[src/rtl/pmem_arbiter_pkg.sv]
// Shared types for the physical-memory line port and the arbiter state.
package pmem_arbiter_pkg;

   localparam int unsigned LINE_W = 128;
   localparam int unsigned ADDR_W = 12;
   localparam int unsigned SEL_W  = 16;

   typedef logic [LINE_W-1:0] lc3b_line;
   typedef logic [ADDR_W-1:0] lc3b_line_addr;
   typedef logic [SEL_W-1:0]  lc3b_mem_sel;

   // Request payload a master presents toward memory
   typedef struct packed {
      lc3b_line      datm;
      logic          we;
      lc3b_mem_sel   sel;
      lc3b_line_addr adr;
   } mem_req_t;

   typedef enum logic [1:0] {
      IDLE,
      GRANT_I,
      GRANT_D
   } arb_state_t;

endpackage

[src/rtl/pmem_arbiter_if.sv]
// Bundle of the I-cache, D-cache and physical-memory line-port signals.
interface pmem_arbiter_if;
   import pmem_arbiter_pkg::*;

   lc3b_line      i_datm, d_datm;
   logic          i_cyc, i_stb, d_cyc, d_stb;
   logic          i_we, d_we;
   lc3b_mem_sel   i_sel, d_sel;
   lc3b_line_addr i_adr, d_adr;
   lc3b_line      i_dats, d_dats;
   logic          i_ack, d_ack, i_rty, d_rty;

   lc3b_line      mem_dats;
   logic          mem_ack, mem_rty;
   lc3b_line      mem_datm;
   logic          mem_cyc, mem_stb, mem_we;
   lc3b_mem_sel   mem_sel;
   lc3b_line_addr mem_adr;

   // Arbiter view
   modport slave (
      input  i_datm, i_cyc, i_stb, i_we, i_sel, i_adr,
      input  d_datm, d_cyc, d_stb, d_we, d_sel, d_adr,
      output i_dats, i_ack, i_rty, d_dats, d_ack, d_rty,
      input  mem_dats, mem_ack, mem_rty,
      output mem_datm, mem_cyc, mem_stb, mem_we, mem_sel, mem_adr
   );

   // Cache and memory side view
   modport master (
      output i_datm, i_cyc, i_stb, i_we, i_sel, i_adr,
      output d_datm, d_cyc, d_stb, d_we, d_sel, d_adr,
      input  i_dats, i_ack, i_rty, d_dats, d_ack, d_rty,
      output mem_dats, mem_ack, mem_rty,
      input  mem_datm, mem_cyc, mem_stb, mem_we, mem_sel, mem_adr
   );

endinterface

[src/rtl/pmem_arbiter.sv]
// Round-robin 2:1 arbiter sharing the physical-memory line port between
// the I-cache and D-cache, with a sticky watchdog on stalled transactions.
module pmem_arbiter
   import pmem_arbiter_pkg::*;
#(
   parameter int unsigned TIMEOUT = 255
) (
   input  logic           clk,
   input  logic           rst,
   pmem_arbiter_if.slave  bus,
   output logic           err
);

   localparam int unsigned CNT_W = $clog2(TIMEOUT + 1);
   localparam logic [CNT_W-1:0] CNT_MAX = CNT_W'(TIMEOUT);

   arb_state_t       state_q, state_d;
   logic             last_q, last_d;   // 0: I served last, 1: D served last
   logic [CNT_W-1:0] cnt_q, cnt_d;
   logic             err_q, err_d;

   logic     i_req, d_req;
   logic     grant_req;
   mem_req_t i_pl, d_pl, sel_pl;

   assign i_req = bus.i_cyc & bus.i_stb;
   assign d_req = bus.d_cyc & bus.d_stb;

   assign i_pl = '{datm: bus.i_datm, we: bus.i_we, sel: bus.i_sel, adr: bus.i_adr};
   assign d_pl = '{datm: bus.d_datm, we: bus.d_we, sel: bus.d_sel, adr: bus.d_adr};

   // State, priority, watchdog and error registers
   always_ff @(posedge clk) begin
      if (rst) begin
         state_q <= IDLE;
         last_q  <= 1'b0;
         cnt_q   <= '0;
         err_q   <= 1'b0;
      end else begin
         state_q <= state_d;
         last_q  <= last_d;
         cnt_q   <= cnt_d;
         err_q   <= err_d;
      end
   end

   // Arbitration, grant release, watchdog and port steering
   always_comb begin
      state_d   = state_q;
      last_d    = last_q;
      cnt_d     = cnt_q;
      err_d     = err_q;
      sel_pl    = '0;
      grant_req = 1'b0;
      bus.i_ack = 1'b0;
      bus.d_ack = 1'b0;
      bus.i_rty = i_req;
      bus.d_rty = d_req;

      unique case (state_q)
         IDLE: begin
            cnt_d = '0;
            if (i_req && d_req) state_d = last_q ? GRANT_I : GRANT_D;
            else if (i_req)     state_d = GRANT_I;
            else if (d_req)     state_d = GRANT_D;
         end
         GRANT_I: begin
            sel_pl    = i_pl;
            grant_req = i_req;
            bus.i_ack = bus.mem_ack;
            bus.i_rty = bus.mem_rty;
            if (bus.mem_ack) begin
               state_d = IDLE;
               last_d  = 1'b0;
               cnt_d   = '0;
            end else if (!i_req) begin
               state_d = IDLE;
               cnt_d   = '0;
            end else if (cnt_q != CNT_MAX) begin
               cnt_d = cnt_q + CNT_W'(1);
            end
         end
         GRANT_D: begin
            sel_pl    = d_pl;
            grant_req = d_req;
            bus.d_ack = bus.mem_ack;
            bus.d_rty = bus.mem_rty;
            if (bus.mem_ack) begin
               state_d = IDLE;
               last_d  = 1'b1;
               cnt_d   = '0;
            end else if (!d_req) begin
               state_d = IDLE;
               cnt_d   = '0;
            end else if (cnt_q != CNT_MAX) begin
               cnt_d = cnt_q + CNT_W'(1);
            end
         end
         default: state_d = IDLE;
      endcase

      if (cnt_d == CNT_MAX) err_d = 1'b1;
   end

   assign bus.mem_datm = sel_pl.datm;
   assign bus.mem_we   = sel_pl.we;
   assign bus.mem_sel  = sel_pl.sel;
   assign bus.mem_adr  = sel_pl.adr;
   assign bus.mem_cyc  = grant_req;
   assign bus.mem_stb  = grant_req;

   // Read data is broadcast; ack qualifies it
   assign bus.i_dats = bus.mem_dats;
   assign bus.d_dats = bus.mem_dats;

   assign err = err_q;

endmodule

[src/flat_wrapper.sv]
// flat-port wrapper written by rule: the top's interface ports become plain ports
module pmem_arbiter_flat import pmem_arbiter_pkg::*;
#(
   parameter int unsigned TIMEOUT = 255
)
  (clk, rst, err, bus_i_datm, bus_i_cyc, bus_i_stb, bus_i_we, bus_i_sel, bus_i_adr, bus_d_datm, bus_d_cyc, bus_d_stb, bus_d_we, bus_d_sel, bus_d_adr, bus_i_dats, bus_i_ack, bus_i_rty, bus_d_dats, bus_d_ack, bus_d_rty, bus_mem_dats, bus_mem_ack, bus_mem_rty, bus_mem_datm, bus_mem_cyc, bus_mem_stb, bus_mem_we, bus_mem_sel, bus_mem_adr);
  pmem_arbiter_if bus_i ();
  input  logic clk;
  input  logic rst;
  output logic err;
  input wire logic [$bits(bus_i.i_datm)-1:0] bus_i_datm;
  input wire logic [$bits(bus_i.i_cyc)-1:0] bus_i_cyc;
  input wire logic [$bits(bus_i.i_stb)-1:0] bus_i_stb;
  input wire logic [$bits(bus_i.i_we)-1:0] bus_i_we;
  input wire logic [$bits(bus_i.i_sel)-1:0] bus_i_sel;
  input wire logic [$bits(bus_i.i_adr)-1:0] bus_i_adr;
  input wire logic [$bits(bus_i.d_datm)-1:0] bus_d_datm;
  input wire logic [$bits(bus_i.d_cyc)-1:0] bus_d_cyc;
  input wire logic [$bits(bus_i.d_stb)-1:0] bus_d_stb;
  input wire logic [$bits(bus_i.d_we)-1:0] bus_d_we;
  input wire logic [$bits(bus_i.d_sel)-1:0] bus_d_sel;
  input wire logic [$bits(bus_i.d_adr)-1:0] bus_d_adr;
  output wire logic [$bits(bus_i.i_dats)-1:0] bus_i_dats;
  output wire logic [$bits(bus_i.i_ack)-1:0] bus_i_ack;
  output wire logic [$bits(bus_i.i_rty)-1:0] bus_i_rty;
  output wire logic [$bits(bus_i.d_dats)-1:0] bus_d_dats;
  output wire logic [$bits(bus_i.d_ack)-1:0] bus_d_ack;
  output wire logic [$bits(bus_i.d_rty)-1:0] bus_d_rty;
  input wire logic [$bits(bus_i.mem_dats)-1:0] bus_mem_dats;
  input wire logic [$bits(bus_i.mem_ack)-1:0] bus_mem_ack;
  input wire logic [$bits(bus_i.mem_rty)-1:0] bus_mem_rty;
  output wire logic [$bits(bus_i.mem_datm)-1:0] bus_mem_datm;
  output wire logic [$bits(bus_i.mem_cyc)-1:0] bus_mem_cyc;
  output wire logic [$bits(bus_i.mem_stb)-1:0] bus_mem_stb;
  output wire logic [$bits(bus_i.mem_we)-1:0] bus_mem_we;
  output wire logic [$bits(bus_i.mem_sel)-1:0] bus_mem_sel;
  output wire logic [$bits(bus_i.mem_adr)-1:0] bus_mem_adr;
  assign bus_i.i_datm = bus_i_datm;
  assign bus_i.i_cyc = bus_i_cyc;
  assign bus_i.i_stb = bus_i_stb;
  assign bus_i.i_we = bus_i_we;
  assign bus_i.i_sel = bus_i_sel;
  assign bus_i.i_adr = bus_i_adr;
  assign bus_i.d_datm = bus_d_datm;
  assign bus_i.d_cyc = bus_d_cyc;
  assign bus_i.d_stb = bus_d_stb;
  assign bus_i.d_we = bus_d_we;
  assign bus_i.d_sel = bus_d_sel;
  assign bus_i.d_adr = bus_d_adr;
  assign bus_i_dats = bus_i.i_dats;
  assign bus_i_ack = bus_i.i_ack;
  assign bus_i_rty = bus_i.i_rty;
  assign bus_d_dats = bus_i.d_dats;
  assign bus_d_ack = bus_i.d_ack;
  assign bus_d_rty = bus_i.d_rty;
  assign bus_i.mem_dats = bus_mem_dats;
  assign bus_i.mem_ack = bus_mem_ack;
  assign bus_i.mem_rty = bus_mem_rty;
  assign bus_mem_datm = bus_i.mem_datm;
  assign bus_mem_cyc = bus_i.mem_cyc;
  assign bus_mem_stb = bus_i.mem_stb;
  assign bus_mem_we = bus_i.mem_we;
  assign bus_mem_sel = bus_i.mem_sel;
  assign bus_mem_adr = bus_i.mem_adr;
  pmem_arbiter #(.TIMEOUT(TIMEOUT)) u_core (.clk(clk), .rst(rst), .bus(bus_i), .err(err));
endmodule
[config.mk]
export PLATFORM = sky130hd
export DESIGN_NAME = pmem_arbiter_flat
export DESIGN_NICKNAME = d
export VERILOG_FILES = /design/src/rtl/pmem_arbiter_pkg.sv /design/src/rtl/pmem_arbiter_if.sv /design/src/rtl/pmem_arbiter.sv /design/src/flat_wrapper.sv
export SDC_FILE = /design/constraint.sdc
export NUM_CORES = 1
export LEC_CHECK = 0
export ABC_AREA = 1
export CORE_AREA = 2 2 339 341
export DETAILED_ROUTE_END_ITERATION = 8
export DIE_AREA = 0 0 341 343
export RECOVER_POWER = 50
export SETUP_SLACK_MARGIN = 0.4
export SYNTH_ARGS = -nofsm -noshare
export SYNTH_HDL_FRONTEND = slang
export SYNTH_SLANG_ARGS = --single-unit
[constraint.sdc]
create_clock -name clk -period 4.1 [get_ports clk]
set_input_delay 0.615 -clock clk [delete_from_list [all_inputs] [get_ports clk]]
set_output_delay 0.615 -clock clk [all_outputs]
set_load 0.02 [all_outputs]
==> images/met1.png <==
Scale bar: 100 µm.
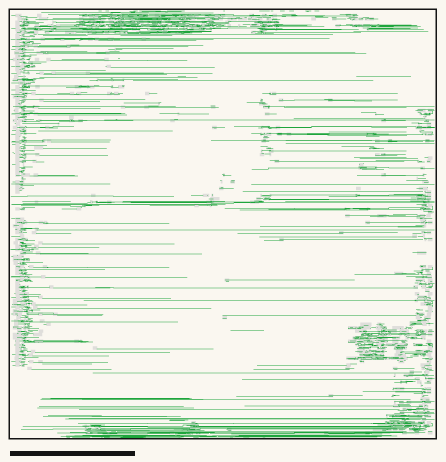
main direction	horizontal
nets with wire on the layer	1268
wire length on this layer	29.1 mm

==> images/met2.png <==
Scale bar: 100 µm.
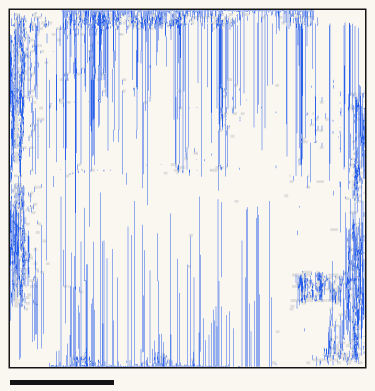
main direction	vertical
longest straight run	301 µm
wire length on this layer	31.8 mm
nets with wire on the layer	1299
share of all routed wire	41%

==> ci_impl_report.md <==
## Implementation flow summary

| Metric | Value |
|---|---|
| Die H | 343 µm |
| Number of global-route vias before repair | 6500 |
| Pre-Place Util | 4.37% |
| Register area share after synthesis | 4.85% |
| Logic family by area | buffers and inverters |
| Clk sinks | 12 |
| Top cells excl fill/tap | clkdlybuf4s50_1 (476), nand2_1 (354), a21oi_1 (165) |
| Initial antenna violation count | 37 |
| Largest net degree at the start of global routing | 106 |
| Total power | 2.78 mW |
| Worst-Skew Late Latency | 0.24 ns |
| RSZ-0062 raised after global routing | no |
| WS Path Type | flip-flop to output pin |
| Count of pins over their slew limit | 0 |
| Switching share of power | 58.8% |
| Unique cell types | 26 |
| YS chip area | 4960 µm² |
| TNS Setup | 0 ns |
| Ordered list of cells on the worst path | inv_1 > ha_1 > inv_8 > a21oi_1 > clkdlybuf4s50_1 |
| Cts repair resizes | 0 |
| Synth Area in Compound Gates | 17.6% |
| Post-synth regs | 12 |
| List of most frequent post-synthesis cells | nand2_1 (354), buf_4 (259), a21oi_1 (165) |
| Async set or reset register ratio after synthesis | 0% |
| DR WL/cell | 29.5 µm |
| Gr usage total | 12.5% |
| Count leader, synth | nand2_1 |
| Yosys xor share | 0.328% |
| Synth mux share | 0% |
| CTS tree | done |
| Peak Freq | 284 MHz |
| Final setup viols | 0 |
| Top-area cell share | 39.2% |
| Post-CTS setup buffers | 0 |
| # Cells Yosys | 910 |
| Root buf cell | clkbuf_16 |
| Critical path fanouts, max | 105 |
| Min cycle time layout | 3.52 ns |
| Number of enable flip-flop cells | 0 |
| Share of cells above drive strength 1 | 4.07% |
| Clock Power Share | 7.2% |
| Max Cap Viol | 0 |
| CORE AREA | 113000 µm² |
| Setup Skew | 0.00357 ns |
| GP Congestion | 0.781 |
| Clock buffer count from CTS | 3 |
| DR pass1 iterations | 4 |
| Cells after Synth | 910 |
| Worst-path clk slew | 0.04 ns |
| Port Buf Inserts | 485 |
| Critical Path Start Type | flip-flop |
| Syn_nets | 1365 |
| Adder Area Share | 1.26% |
| GR Util met1 | 13.7% |
| P&R area growth vs syn | 98.6% |
| H-tree depth | 1 |
| Normalized max-slew margin | 40.9% |
| Reg power frac | 4.7% |
| Netlist Area Pre-Place | 4960 µm² |
| CP arrival | 2.90 ns |
| Most used routing layer | met2 |
| Psw | 1.64 mW |
| Largest cells by area | buf_4 (39%), nand2_1 (27%), a21oi_1 (17%) |
| ANT nets after route | 0 |
| Tool Warnings | 32 |
| Final Hold Viols | 0 |
| Syn avg cell area | 5.45 µm² |
| CTS Hold Bufs | 0 |
| VDD IR-drop max | 0.000279 V |
| # rows | 124 |
| Die Width | 341 µm |
| Cycle use final | 85.8% |
| Grt met2 use | 18.7% |
| Detailed Route Iter0 Violations | 310 |
| Simple-gate share of the synthesized area | 30.5% |
| First-pass GRT wire length | 89.2 mm |
| Top_reg_cell synth | dfxtp_1 |
| DIE AREA | 117000 µm² |
| Status | completed |
| Pwr Density | 283 nW/µm² |
| Worst Hold Class | flip-flop to flip-flop |
| Internal cell power | 1.15 mW |
| Total Nets Final | 1562 |
| Number of I/O pins | 870 |
| Dominant logic cell type in the layout | clkdlybuf4s50_1 |
| Slowest CP cell | clkdlybuf4s50_1 |
| Crit end category | output pin |
| CTS Buffer Depth | 2 |
| CP peak stage delay | 0.80 ns |
| DRC | 0 |
| Crit path DRT | 3.48 ns |
| Leakage | 2.82 nW |
| Filler cells | 13300 |
| HPWL after DPL | 72.3 mm |
| Yosys warns | 0 |
| GR Overflow Total | 0 |
| Slew @ Worst Pin | 0.887 ns |
| Vias per inst | 2.54 |
| Comb power frac | 88.1% |
| Leading area contributor after synthesis | buf_4 |
==> images/met3.png <==
Scale bar: 100 µm.
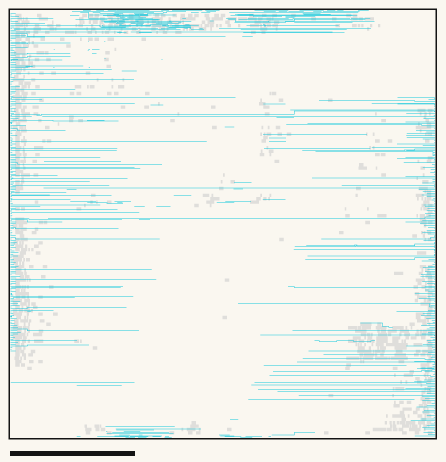
nets with wire on the layer	446
wire length on this layer	14900 µm
main direction	horizontal
share of all routed wire	19%
total number of vias: 6667
met3 usage: 10.8%
drt total wl: 77.4 mm

critical path: cells and delay by family (launching register included):
kind | cells | cell delay (ns)
flops | 1 | 0.40
buf+inv | 3 | 1.12
fa+ha+maj | 1 | 0.40
compound gates | 1 | 0.51
cell type report:
class	count	area [µm²]	area share, %
inverters	20	96.3	0.979
multi-input cells	567	2490	25.3
repair buffers	503	5020	51.0
diodes	8	20.0	0.203
clock buffers	4	88.8	0.903
well taps	1512	1890	19.2
flip-flops and latches	12	240	2.44
worst paths after layout:
check	start	end	slack, ns	depth (start not counted)
worst min-delay path	u_core.last_q	u_core.last_q	0.46	2
worst max register to register	u_core.state_q[0]	u_core.err	1.84	13
worst max-delay path	u_core.state_q[0]	bus_mem_adr[7]	0.58	5
worst min register to register	u_core.last_q	u_core.last_q	0.46	2
metrics by stage:
stage	area [µm²]	hold slack [ns]	setup WS, ns	util, %	instances
detailed placement	9730	0.451	0.822	8.58	2614
finish	9840	0.459	0.583	8.68	2626
CTS	9820	0.462	0.555	8.66	2618
floorplan	4960	0.439	1.88	-	910
global placement	9730	0.445	0.842	8.58	2614
global route	9840	0.500	0.485	8.67	2623
power by group through the flow:
stage          sequential [mW]  clock [mW]  combinational, mW
6_report                 0.131       0.199               2.45
5_1_grt                  0.132       0.211               2.61
4_1_cts                  0.131       0.204               2.53
3_5_place_dp             0.133           0               2.52
3_3_place_gp             0.132           0               2.52
2_1_floorplan            0.130           0               1.31
layer usage:
metal  wire length (µm)  share of wire (%)
met1              29100                 38
met2              31800                 41
met3              14900                 19
met4               1120                1.5
met5                452               0.58
sequential cells by signal (all words and copies together) (netlist names):
name,count
u_core.state_q,2
u_core.cnt_q,8
u_core.last_q,1
u_core.err,1
No activity file was given, so power comes from the tool's default toggle rates.
